==> src/rtl/smg_disp_ctrl.sv <==
`default_nettype none
// ============================================================================
//  Module   : smg_disp_ctrl
//  Purpose  : Alarm-clock seven-segment controller. Selects time/alarm digits,
//             blinks the field under adjustment, and drives direct and scanned
//             active-low segment outputs.
//  Options  : define SMG_LZB_EN for leading-zero blanking of the top digit.
//  Revision : 1.0  initial release
// ============================================================================
module smg_disp_ctrl #(
    parameter int                 NUM_DIG    = 6,
    parameter int                 BLINK_CNT  = 10_000_000,
    parameter int                 SCAN_CNT   = 50_000,
    parameter logic [NUM_DIG-1:0] ALARM_MASK = NUM_DIG'(6'b111100)
) (
    input  logic                   clk,
    input  logic                   rst_n,
    input  logic [3:0]             adjust,
    input  logic [4*NUM_DIG-1:0]   time_digits,
    input  logic [4*NUM_DIG-1:0]   alarm_digits,
    input  logic                   alarm_view,
    output logic [7*NUM_DIG-1:0]   hex_out,
    output logic [6:0]             seg_scan,
    output logic [NUM_DIG-1:0]     dig_sel
);

    localparam int         c_BW    = (BLINK_CNT > 1) ? $clog2(BLINK_CNT) : 1;
    localparam int         c_SW    = (SCAN_CNT > 1) ? $clog2(SCAN_CNT) : 1;
    localparam int         c_IW    = (NUM_DIG > 2) ? $clog2(NUM_DIG) : 1;
    localparam logic [3:0] c_BLANK = 4'd10;

    function automatic logic [6:0] f_decode(input logic [3:0] code);
        logic [6:0] seg;
        case (code)
            4'd0:    seg = 7'h40;
            4'd1:    seg = 7'h79;
            4'd2:    seg = 7'h24;
            4'd3:    seg = 7'h30;
            4'd4:    seg = 7'h19;
            4'd5:    seg = 7'h12;
            4'd6:    seg = 7'h02;
            4'd7:    seg = 7'h78;
            4'd8:    seg = 7'h00;
            4'd9:    seg = 7'h10;
            default: seg = 7'h7F;
        endcase
        return seg;
    endfunction

    // ------------------------------------------------------------------------
    // Blink timing
    // ------------------------------------------------------------------------
    logic [3:0]      r_adjust;
    logic [c_BW-1:0] r_blink_cnt;
    logic [c_BW-1:0] w_blink_cnt_nxt;
    logic            r_blink_phase;
    logic            w_blink_phase_nxt;
    logic            w_restart;
    logic            w_blink_wrap;

    // A new adjust value restarts the half-period so the field is first shown
    // in full; restart takes precedence over a coincident wrap.
    always_comb begin
        w_restart         = (adjust != r_adjust);
        w_blink_wrap      = (r_blink_cnt == c_BW'(BLINK_CNT - 1));
        w_blink_cnt_nxt   = r_blink_cnt + c_BW'(1);
        w_blink_phase_nxt = r_blink_phase;
        if (w_restart) begin
            w_blink_cnt_nxt   = '0;
            w_blink_phase_nxt = 1'b0;
        end else if (w_blink_wrap) begin
            w_blink_cnt_nxt   = '0;
            w_blink_phase_nxt = ~r_blink_phase;
        end
    end

    always_ff @(posedge clk or negedge rst_n) begin
        if (!rst_n) begin
            r_adjust      <= 4'd0;
            r_blink_cnt   <= '0;
            r_blink_phase <= 1'b0;
        end else begin
            r_adjust      <= adjust;
            r_blink_cnt   <= w_blink_cnt_nxt;
            r_blink_phase <= w_blink_phase_nxt;
        end
    end

    // ------------------------------------------------------------------------
    // Per-digit code selection
    // ------------------------------------------------------------------------
    logic [4*NUM_DIG-1:0] w_code_nxt;
    logic [4*NUM_DIG-1:0] r_code;

    // Selection uses the next blink phase so the registered code lines up with
    // the blink state it will be displayed alongside.
    for (genvar i = 0; i < NUM_DIG; i++) begin : g_dig
        localparam logic [3:0] c_FIELD = 4'(i / 2);
        logic [3:0] w_src;
        logic [3:0] w_code;

        always_comb begin
            w_src = (alarm_view && ALARM_MASK[i]) ? alarm_digits[4*i +: 4]
                                                  : time_digits[4*i +: 4];
`ifdef SMG_LZB_EN
            if ((i == NUM_DIG - 1) && (w_src == 4'd0)) begin
                w_src = c_BLANK;
            end
`endif
            w_code = w_src;
            if ((adjust != 4'd0) && (adjust == c_FIELD) && w_blink_phase_nxt) begin
                w_code = c_BLANK;
            end
        end

        assign w_code_nxt[4*i +: 4] = w_code;
        assign hex_out[7*i +: 7]    = f_decode(r_code[4*i +: 4]);
    end

    always_ff @(posedge clk or negedge rst_n) begin
        if (!rst_n) begin
            r_code <= {NUM_DIG{c_BLANK}};
        end else begin
            r_code <= w_code_nxt;
        end
    end

    // ------------------------------------------------------------------------
    // Scan multiplexer
    // ------------------------------------------------------------------------
    logic [c_SW-1:0]    r_scan_cnt;
    logic [c_IW-1:0]    r_scan_idx;
    logic [c_IW-1:0]    w_scan_idx_nxt;
    logic               w_scan_wrap;
    logic [3:0]         w_scan_code;
    logic [6:0]         r_seg_scan;
    logic [NUM_DIG-1:0] r_dig_sel;

    // seg_scan/dig_sel are built from next-state values so that, once
    // registered, they agree with hex_out of the digit being scanned.
    always_comb begin
        w_scan_wrap    = (r_scan_cnt == c_SW'(SCAN_CNT - 1));
        w_scan_idx_nxt = r_scan_idx;
        if (w_scan_wrap) begin
            w_scan_idx_nxt = (r_scan_idx == c_IW'(NUM_DIG - 1)) ? '0
                                                                : r_scan_idx + c_IW'(1);
        end
        w_scan_code = c_BLANK;
        for (int k = 0; k < NUM_DIG; k++) begin
            if (w_scan_idx_nxt == c_IW'(k)) begin
                w_scan_code = w_code_nxt[4*k +: 4];
            end
        end
    end

    always_ff @(posedge clk or negedge rst_n) begin
        if (!rst_n) begin
            r_scan_cnt <= '0;
            r_scan_idx <= '0;
            r_seg_scan <= 7'h7F;
            r_dig_sel  <= NUM_DIG'(1);
        end else begin
            r_scan_cnt <= w_scan_wrap ? '0 : r_scan_cnt + c_SW'(1);
            r_scan_idx <= w_scan_idx_nxt;
            r_seg_scan <= f_decode(w_scan_code);
            r_dig_sel  <= NUM_DIG'(1) << w_scan_idx_nxt;
        end
    end

    assign seg_scan = r_seg_scan;
    assign dig_sel  = r_dig_sel;

endmodule
`default_nettype wire

==> config.mk <==
export PLATFORM = sky130hd
export DESIGN_NAME = smg_disp_ctrl
export DESIGN_NICKNAME = d
export VERILOG_FILES = /design/src/rtl/smg_disp_ctrl.sv
export SDC_FILE = /design/constraint.sdc
export NUM_CORES = 1
export LEC_CHECK = 0
export CORE_ASPECT_RATIO = 1.2
export CORE_MARGIN = 2
export CORE_UTILIZATION = 52
export CTS_CLUSTER_DIAMETER = 120
export CTS_CLUSTER_SIZE = 12
export DETAILED_ROUTE_END_ITERATION = 10
export PLACE_DENSITY_LB_ADDON = 0.25
export REMOVE_ABC_BUFFERS = 1
export SLEW_MARGIN = 25
export SYNTH_ARGS = -nofsm -noshare
export SYNTH_HDL_FRONTEND = slang
export SYNTH_SLANG_ARGS = --single-unit
==> constraint.sdc <==
create_clock -name clk -period 3.8 [get_ports clk]
set_input_delay 0.76 -clock clk [delete_from_list [all_inputs] [get_ports clk]]
set_output_delay 0.76 -clock clk [all_outputs]
set_load 0.03 [all_outputs]
==> out/qor.yml, run 1 <==
worst_setup_path:
  endpoint_kind: "register"
  cp.required_ns: 4.05
  worstSetupStartpointType: "input port"
yosys:
  ys_warn_count: 0
  ys_sh_mux: 0.0444
  synth_seq_share: 0.408
  synthAoiAreaFrac: 0.131
  xor_area_frac: 0.0615
  logic_family: "simple AND/OR/NAND/NOR gates"
  synth.distinct_cells: 68
  synthArstFlopShare: 1.00
  ys_cells: 576
  yosys_area_um2: 5270
global_route:
  antenna_found_initial: 0
  grt_max_degree: 86
  grt_usage: 0.214
  gr-total-overflow: 0
  grt_pass1_wl_um: 18600
clock_tree:
  cts.repair.resized: 0
  clock-sinks: 85
  cts-root-buf: "clkbuf_16"
  cts_buffer_depth: 2
  hold_buffers: 0
  numCtsBuffers: 9
  h-tree-depth: 3
  cts_setup_buffers: 0
  cts.reportedPaths.clkPinSlew_ns: 0.06
  clkLatencyLatePin_ns: 0.34
power_and_ir_drop:
  vdd_ir_drop_max_mv: 0.277
  leakage_nw: 2.96
  powerDensity_nw_per_um2: 362
run:
  maxCapViolations: 0
  warnings: 61
routing:
  ant_nets: 0
  drtIter0Drc: 245
  drt-pass1-iter-count: 4
  drt_drc_violations_left: 0
  vias: 4391
  viasPerCell: 5.45
timing:
  tightest_slew_ns: 0.713
  finalSetupTns_ns: 0
  timing.fmax_mhz: 296
  setup_viol: 0
  final_max_slew_viol_count: 0
  clock_skew_ns: 0.00687
placed_design:
  place_congestion: 0.843
  post-place-ws_ns: 0.0739
  dp_hpwl_um: 8640
  io_buffers: 101
min_path:
  hold_class: "register to register"
layout:
  drive_gt1_frac: 0.100
  antenna_cells: 0
die:
  coreArea_um2: 9960
  fp.dieW_um: 95.9
outcome:
  status: "finished clean"
run 1: final timing paths:
path                                from            end  slack (ns)  depth (start not counted)
hold reg to reg            r_scan_cnt[0]  r_scan_cnt[0]        0.45                          1
hold / removal             r_scan_cnt[0]  r_scan_cnt[0]        0.45                          1
max in group asynchronous          rst_n  r_scan_idx[0]        2.86                          1
min in group asynchronous          rst_n     r_code[18]        0.46                          1
setup / recovery               adjust[3]    seg_scan[3]        0.43                         10
setup reg to reg           r_scan_cnt[5]    seg_scan[3]        0.62                         11
run 1: stage by stage:
stage | cell area (um2) | std cells | hold slack (ns)
after floorplan | 5180 | 559 | 0.425
after global placement | 6380 | 790 | 0.438
after detailed placement | 6380 | 790 | 0.444
after CTS | 6720 | 806 | 0.452
after global routing | 6720 | 806 | 0.477
final | 6720 | 806 | 0.452
run 1: where the power goes:
part           internal, W  switching (W)  leakage (nW)  total [W]
registers         0.000944      0.0000333          1.07   0.000978
clock network     0.000606       0.000348         0.168   0.000955
logic             0.000214       0.000283          1.73   0.000498
run 1: metal layers:
layer / share of wire / wire (um) / global-route usage
met5: 0 / 0 / 0
met4: 0.024 / 277 / 0.0895
met3: 0.055 / 632 / 0.0276
met2: 0.51 / 5770 / 0.385
met1: 0.41 / 4730 / 0.255
run 1: sequential cells by signal (all words and copies together) (netlist names):
name           cells
dig_sel            6
r_adjust           4
r_blink_cnt       24
r_blink_phase      1
r_code            24
r_scan_cnt        16
r_scan_idx         3
seg_scan           7
run 1: cells in the mapped netlist (6+ instances only):
master     n  area share
nor2_1    86       0.061
dfrtp_1   65        0.31
nand2_1   56       0.040
ha_1      37       0.088
a21oi_1   36       0.034
inv_1     35       0.025
o21ai_0   26       0.025
xor2_1    23       0.038
dfstp_2   20        0.10
mux2i_1   20       0.038
nand3_1   18       0.017
xnor2_1   14       0.023
a31oi_1   10       0.012
and3_1    10       0.012
clkbuf_1  10      0.0071
nand2b_1   8      0.0095
a22oi_1    7       0.010
nand4_1    7      0.0083
or2_2      6      0.0071
run 1: cell type report:
class	instances	area (um2)
fill	766	3240
multi-input combinational	436	2890
sequential	85	2150
timing repair buffer	105	1040
clock buffer	13	292
tap	126	158
inverter	38	143
clock inverter	3	47.5
run 1: cells by family after synthesis:
group           Yosys count
compound gates          106
xor+xnor                 37
mux                      23
flops                    85
simple gates            232
buf+inv                  55
fa+ha+maj                38
run 1: worst max-delay path, cell delays in order:
cell	delay [ns]
clkdlybuf4s50_1	0.48
or4_1	0.59
nor4_1	0.33
a21boi_2	0.33
nor2_1	0.12
a221oi_2	0.42
inv_1	0.12
ha_1	0.20
mux2i_1	0.17
a22oi_1	0.10
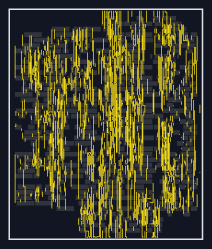
Figure 1: run 1, metal 2.
Drawn at 2 px/um. Cells faint in the background.
nets with wire on the layer: 627
wire length on this layer: 5770 um
main direction: vertical

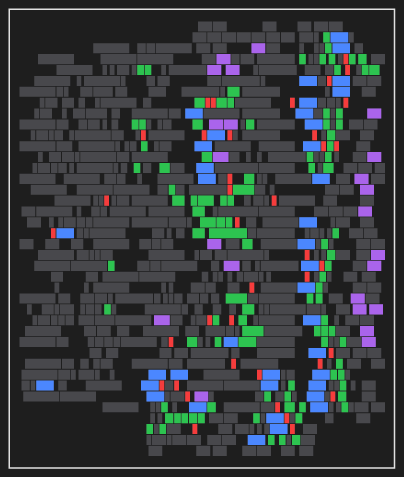
Figure 2: run 1, gate families picked out.
Drawn at 4 px/um.
| family | color | cells |
|---|---|---|
| inverting AOI/OAI gates | green | 98 |
| multiplexers | purple | 23 |
| inverters | red | 38 |
| adder and majority cells | blue | 38 |
final std cells w/o fill: 806
combinational share of cell area: 0.429
most frequent logic cell in the layout: clkdlybuf4s50_1

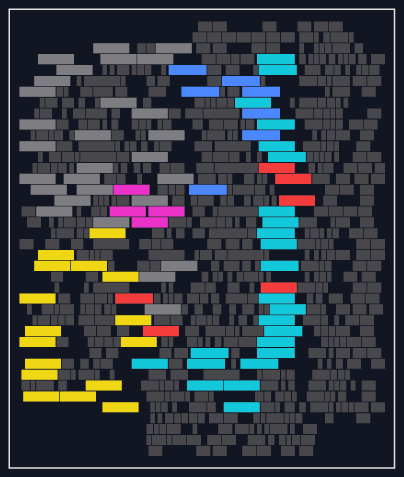
Figure 3: run 1, sequential cells colored by netlist name.
Drawn at 4 px/um.
| name in the netlist | color | sequential cells |
|---|---|---|
| r_scan_cnt | yellow | 16 |
| r_adjust | magenta | 4 |
| dig_sel | red | 6 |
| r_code | cyan | 24 |
| seg_scan | blue | 7 |
not colored: 28
Seq area share: 0.320
Util after Layout: 0.675
sequential group power: 0.000978 W
Seq. cell area: 2150 um2

==> run 1 -> run 2 <==
Settings changed: SLEW_MARGIN 25 to 20.
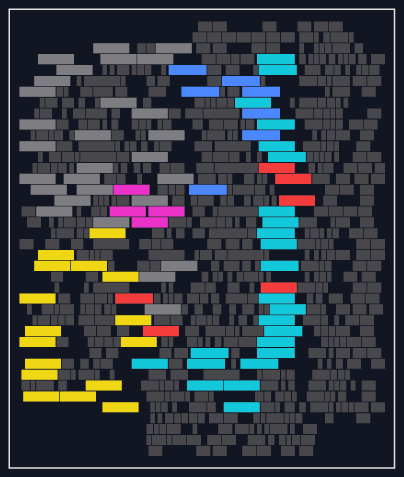
Figure 4: run 2, sequential cells colored by netlist name.
Drawn at 4 px/um.
| name in the netlist | color | sequential cells |
|---|---|---|
| seg_scan | blue | 7 |
| dig_sel | red | 6 |
| r_code | cyan | 24 |
| r_scan_cnt | yellow | 16 |
| r_adjust | magenta | 4 |
not colored: 28

==> out/qor.yml, run 2 <==
outcome:
  status: "finished clean"
routing:
  drt-pass1-iter-count: 4
  ant_nets: 0
  vias: 4391
  drtIter0Drc: 245
  viasPerCell: 5.45
  drt_drc_violations_left: 0
power_and_ir_drop:
  switchingPower_w: 0.000665
  p_clk_frac: 0.393
  switching_share: 0.274
  p_comb_frac: 0.205
  vdd_ir_drop_max_mv: 0.277
  powerDensity_nw_per_um2: 362
  intPower_w: 0.00176
  leakage_nw: 2.96
  seq_power_share: 0.402
global_route:
  grt_max_degree: 86
  antenna_found_initial: 0
  grt_pass1_wl_um: 18600
  grt_use_met1: 0.255
  grt_usage: 0.214
  gr-usage-met2: 0.385
  grtUsageMet3: 0.0276
  gr-total-overflow: 0
placed_design:
  place_congestion: 0.843
  dp_hpwl_um: 8640
  dpl-instance-area_um2: 6380
  io_buffers: 101
worst_setup_path:
  startpoint: "adjust[3]"
  timing.rr.start: "r_scan_cnt[5]"
  cp_cell_sequence: "clkdlybuf4s50_1, or4_1, nor4_1, a21boi_2, nor2_1, a221oi_2, inv_1, ha_1, mux2i_1, a22oi_1"
  critPathSlowestCell: "or4_1"
  max_stage_delay_ns: 0.59
  endpoint_kind: "register"
  worstSetupStartpointType: "input port"
yosys:
  synth_top_cell_by_count: "nor2_1"
  common_cells: "86 x nor2_1, 65 x dfrtp_1, 56 x nand2_1, 37 x ha_1, 36 x a21oi_1"
  xor_area_frac: 0.0615
  ys_cells: 576
  largest_area_cell: "dfrtp_1"
  synthArstFlopShare: 1.00
  logic_family: "simple AND/OR/NAND/NOR gates"
  synth_seq_share: 0.408
  ys_sh_mux: 0.0444
  yosys.area_share.simple: 0.221
  area_leaders: "dfrtp_1 31%, dfstp_2 10%, ha_1 8.8%"
  synth.distinct_cells: 68
  yosys_area_um2: 5270
  ys_warn_count: 0
  synth_top_area_share: 0.309
clock_tree:
  cts.repair.resized: 0
  cts.reportedPaths.clkPinSlew_ns: 0.06
  hold_buffers: 0
  cts_buffer_depth: 2
  cts-root-buf: "clkbuf_16"
  cts_setup_buffers: 0
  clkLatencyLatePin_ns: 0.34
  numCtsBuffers: 9
  h-tree-depth: 3
layout:
  postLayoutCellArea_um2: 6720
  comb_area_um2: 2890
  flop_area_um2: 2150
  fin_nets: 767
  reg_top3: "r_blink_cnt: 24 flops, r_code: 24 flops, r_scan_cnt: 16 flops"
  lay_top_count: "clkdlybuf4s50_1"
  most-common-layout-cells: "100 x clkdlybuf4s50_1, 86 x nor2_1, 65 x dfrtp_1"
  antenna_cells: 0
  drive_gt1_frac: 0.100
  fill_cells: 766
  post-route-util: 0.675
timing:
  tightest_slew_ns: 0.713
  clock_skew_ns: 0.00687
  finalSetupTns_ns: 0
  whs_ns: 0.452
  setup_viol: 0
  post-route-min-period_ns: 3.37
  timing.fmax_mhz: 296
min_path:
  worstHoldStart: "r_scan_cnt[0]"
  hold_class: "register to register"
run:
  warnings: 61
  maxCapViolations: 0
die:
  coreArea_um2: 9960
  fp.dieW_um: 95.9
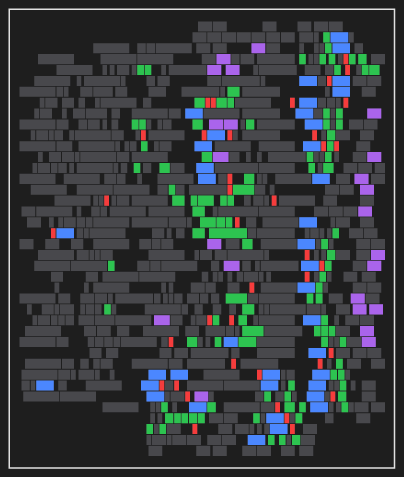
Figure 5: run 2, gate families picked out.
Drawn at 4 px/um.
| family | color | cells |
|---|---|---|
| inverters | red | 38 |
| multiplexers | purple | 23 |
| inverting AOI/OAI gates | green | 98 |
| adder and majority cells | blue | 38 |

-- run 2: layer usage --
metal | vias to the layer above | share of wire
li1 | 2173 | -
met1 | 2078 | 0.41
met2 | 120 | 0.51
met3 | 20 | 0.055
met4 | 0 | 0.024
met5 | - | 0
-- run 2: cells by family after synthesis --
logic type,Yosys count
fa+ha+maj,38
compound gates,106
flops,85
mux,23
xor+xnor,37
simple gates,232
buf+inv,55
-- run 2: power groups by stage --
stage / clock (W) / combinational, W / sequential [W]
after floorplan: 0 / 0.000260 / 0.000998
after detailed placement: 0 / 0.000498 / 0.000993
after global routing: 0.00101 / 0.000539 / 0.000982
after CTS: 0.000967 / 0.000501 / 0.000977
final: 0.000955 / 0.000498 / 0.000978
after global placement: 0 / 0.000490 / 0.000990
-- run 2: final timing paths --
kind | endpoint | slack, ns | cells after the start
max reg2reg | seg_scan[3] | 0.62 | 11
min reg2reg | r_scan_cnt[0] | 0.45 | 1
min in group asynchronous | r_code[18] | 0.46 | 1
min | r_scan_cnt[0] | 0.45 | 1
max | seg_scan[3] | 0.43 | 10
max in group asynchronous | r_scan_idx[0] | 2.86 | 1
-- run 2: per-stage QoR --
stage / setup slack (ns) / total power, W / std cells
6_report: 0.425 / 0.00243 / 806
5_1_grt: 0.189 / 0.00253 / 806
4_1_cts: 0.412 / 0.00244 / 806
3_5_place_dp: 0.0739 / 0.00149 / 790
3_3_place_gp: 0.196 / 0.00148 / 790
2_1_floorplan: 0.815 / 0.00126 / 559
-- run 2: final cells by class --
class	instances	area share
clock buffers	13	0.0434
clock inverters	3	0.00708
inverters	38	0.0212
multi-input cells	436	0.429
flip-flops and latches	85	0.320
well taps	126	0.0235
repair buffers	105	0.155
-- run 2: worst max-delay path: cells and delay by family --
kind	cells	cell delay, ns
AND-OR/OR-AND	3	0.85
adder cells (fa/ha/maj)	1	0.20
buffers and inverters	2	0.60
multiplexers	1	0.17
AND/OR/NAND/NOR	3	1.04
==> run 2 -> run 3 <==
Settings changed: CORE_UTILIZATION 52 to 60, DONT_BUFFER_PORTS set to 1, SKIP_LAST_GASP set to 1.
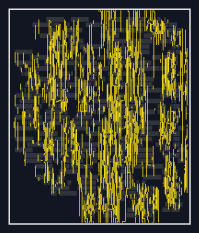
Figure 6: run 3, metal 2.
Drawn at 2 px/um. Cells faint in the background.
longest straight run: 66.3 um
main direction: vertical
nets with wire on the layer: 551
wire length on this layer: 5590 um
share of all routed wire: 52%

==> out/qor.yml, run 3 <==
outcome:
  status: "finished clean"
yosys:
  ys_cells: 576
  yosys_area_um2: 5270
  area_leaders: "dfrtp_1 31%, dfstp_2 10%, ha_1 8.8%"
  synth_seq_share: 0.408
  ys_warn_count: 0
worst_setup_path:
  critPathSlowestCell: "a221oi_2"
  worst-r2r-setup-slack_ns: 0.52
  cp.required_ns: 4.07
  critPathCapture: "seg_scan[3]"
  cp_cell_sequence: "ha_1, nand4_1, or3_1, or3_1, a21boi_2, a211oi_1, a221oi_2, inv_1, ha_1, mux2i_1, a22oi_1"
  path_delay_family: "AND-OR/OR-AND gates"
  crit_buf_inv: 1
  endpoint_kind: "register"
  r2r_end: "seg_scan[3]"
  timing.rr.start: "r_blink_cnt[0]"
clock_tree:
  numCtsBuffers: 9
  cts.reportedPaths.clkPinSlew_ns: 0.09
  clock-sinks: 85
  clkLatencyLatePin_ns: 0.36
  cts.repair.resized: 0
timing:
  timing.fmax_mhz: 305
  finalSetupTns_ns: 0
  setup_viol: 0
  whs_ns: 0.0826
  final_max_slew_viol_count: 0
placed_design:
  dp_cells: 677
  dp_hpwl_um: 8070
power_and_ir_drop:
  powerDensity_nw_per_um2: 350
  leakage_nw: 2.48
  vdd_ir_drop_max_mv: 0.209
  intPower_w: 0.00133
  p_clk_frac: 0.333
  p_comb_frac: 0.155
die:
  coreArea_um2: 8560
  fp.dieW_um: 89.6
layout:
  reg_top3: "r_blink_cnt: 24 flops, r_code: 24 flops, r_scan_cnt: 16 flops"
  fill_cells: 711
  lay_top_count: "nor2_1"
  drive_gt1_frac: 0.111
  fin_nets: 663
  final_cells: 693
routing:
  ant_nets: 0
  vias: 4013
  viasPerCell: 5.79
global_route:
  grtUsageMet3: 0.0346
  grt_use_met1: 0.264
  grt_pass1_wl_um: 17100
run:
  warnings: 61
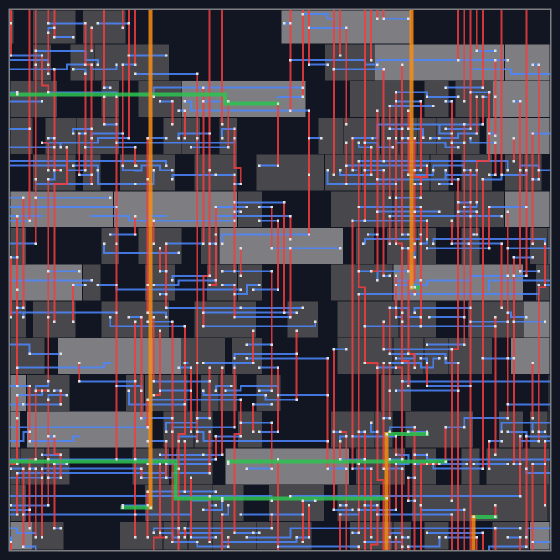
Figure 7: run 3, zoomed window.
Region (25, 55) to (65, 95) um. Cells in gray, sequential cells in the stronger gray; small squares are vias.
| layer | color |
|---|---|
| met3 | green |
| met2 | red |
| met4 | orange |
| met1 | blue |
cells with their middle in the window: 122
sequential cells in the window: 11
netlist names of flops here include: r_blink_cnt (8), seg_scan (3)
most frequent: nor2_1 (14), nand2_1 (11), xor2_1 (9)

==> run 3: cell counts after synthesis <==
Identical to the previous run, type by type.
==> run 3: per-layer routing <==
layer | part of all wire | vias to the layer above
met2 | 0.52 | 97
met5 | 0 | -
met1 | 0.42 | 1934
met3 | 0.041 | 19
met4 | 0.019 | 0
li1 | - | 1963
==> run 3: worst min path at each step <==
stage | start | endpoint | cells past startpoint
2_1_floorplan | r_scan_cnt[0] | r_scan_cnt[0] | 1
3_3_place_gp | r_scan_cnt[0] | r_scan_cnt[0] | 1
3_5_place_dp | r_scan_cnt[0] | r_scan_cnt[0] | 1
4_1_cts | rst_n | dig_sel[2] | 0
5_1_grt | rst_n | dig_sel[2] | 0
6_report | rst_n | r_code[10] | 0
==> run 3: final cells by class <==
| cell class | instances | area [um2] | area share |
|---|---|---|---|
| flip-flops and latches | 85 | 2150 | 0.389 |
| clock inverters | 7 | 73.8 | 0.0133 |
| inverters | 38 | 143 | 0.0258 |
| well taps | 117 | 146 | 0.0265 |
| multi-input cells | 436 | 2890 | 0.522 |
| clock buffers | 9 | 124 | 0.0224 |
| repair buffers | 1 | 7.51 | 0.00136 |
==> run 3: power by group through the flow <==
stage / Clock, W / Combinational (W) / Sequential [W]
6_report: 0.000644 / 0.000300 / 0.000991
5_1_grt: 0.000685 / 0.000328 / 0.000996
4_1_cts: 0.000652 / 0.000300 / 0.000991
3_5_place_dp: 0 / 0.000300 / 0.00101
3_3_place_gp: 0 / 0.000292 / 0.00101
2_1_floorplan: 0 / 0.000260 / 0.000998
==> run 3: metrics by stage <==
stage          utilization  total power (W)
2_1_floorplan            -          0.00126
3_3_place_gp         0.623          0.00130
3_5_place_dp         0.623          0.00131
4_1_cts              0.646          0.00194
5_1_grt              0.646          0.00201
6_report             0.646          0.00193
==> run 3: cells by family (layout without fill, tap and decap cells) <==
kind of cell / count (synthesis) / count (layout) / share of synthesized area
and+or+nand+nor: 232 / 232 / 0.221
AOI/OAI and AO/OA: 106 / 106 / 0.131
DFF: 85 / 85 / 0.408
buffers and inverters: 55 / 55 / 0.0444
adders and majority gates: 38 / 38 / 0.0897
xor gates and xnor gates: 37 / 37 / 0.0615
muxes: 23 / 23 / 0.0444
Power figures rest on the tool's default switching activity, not on a simulated workload.
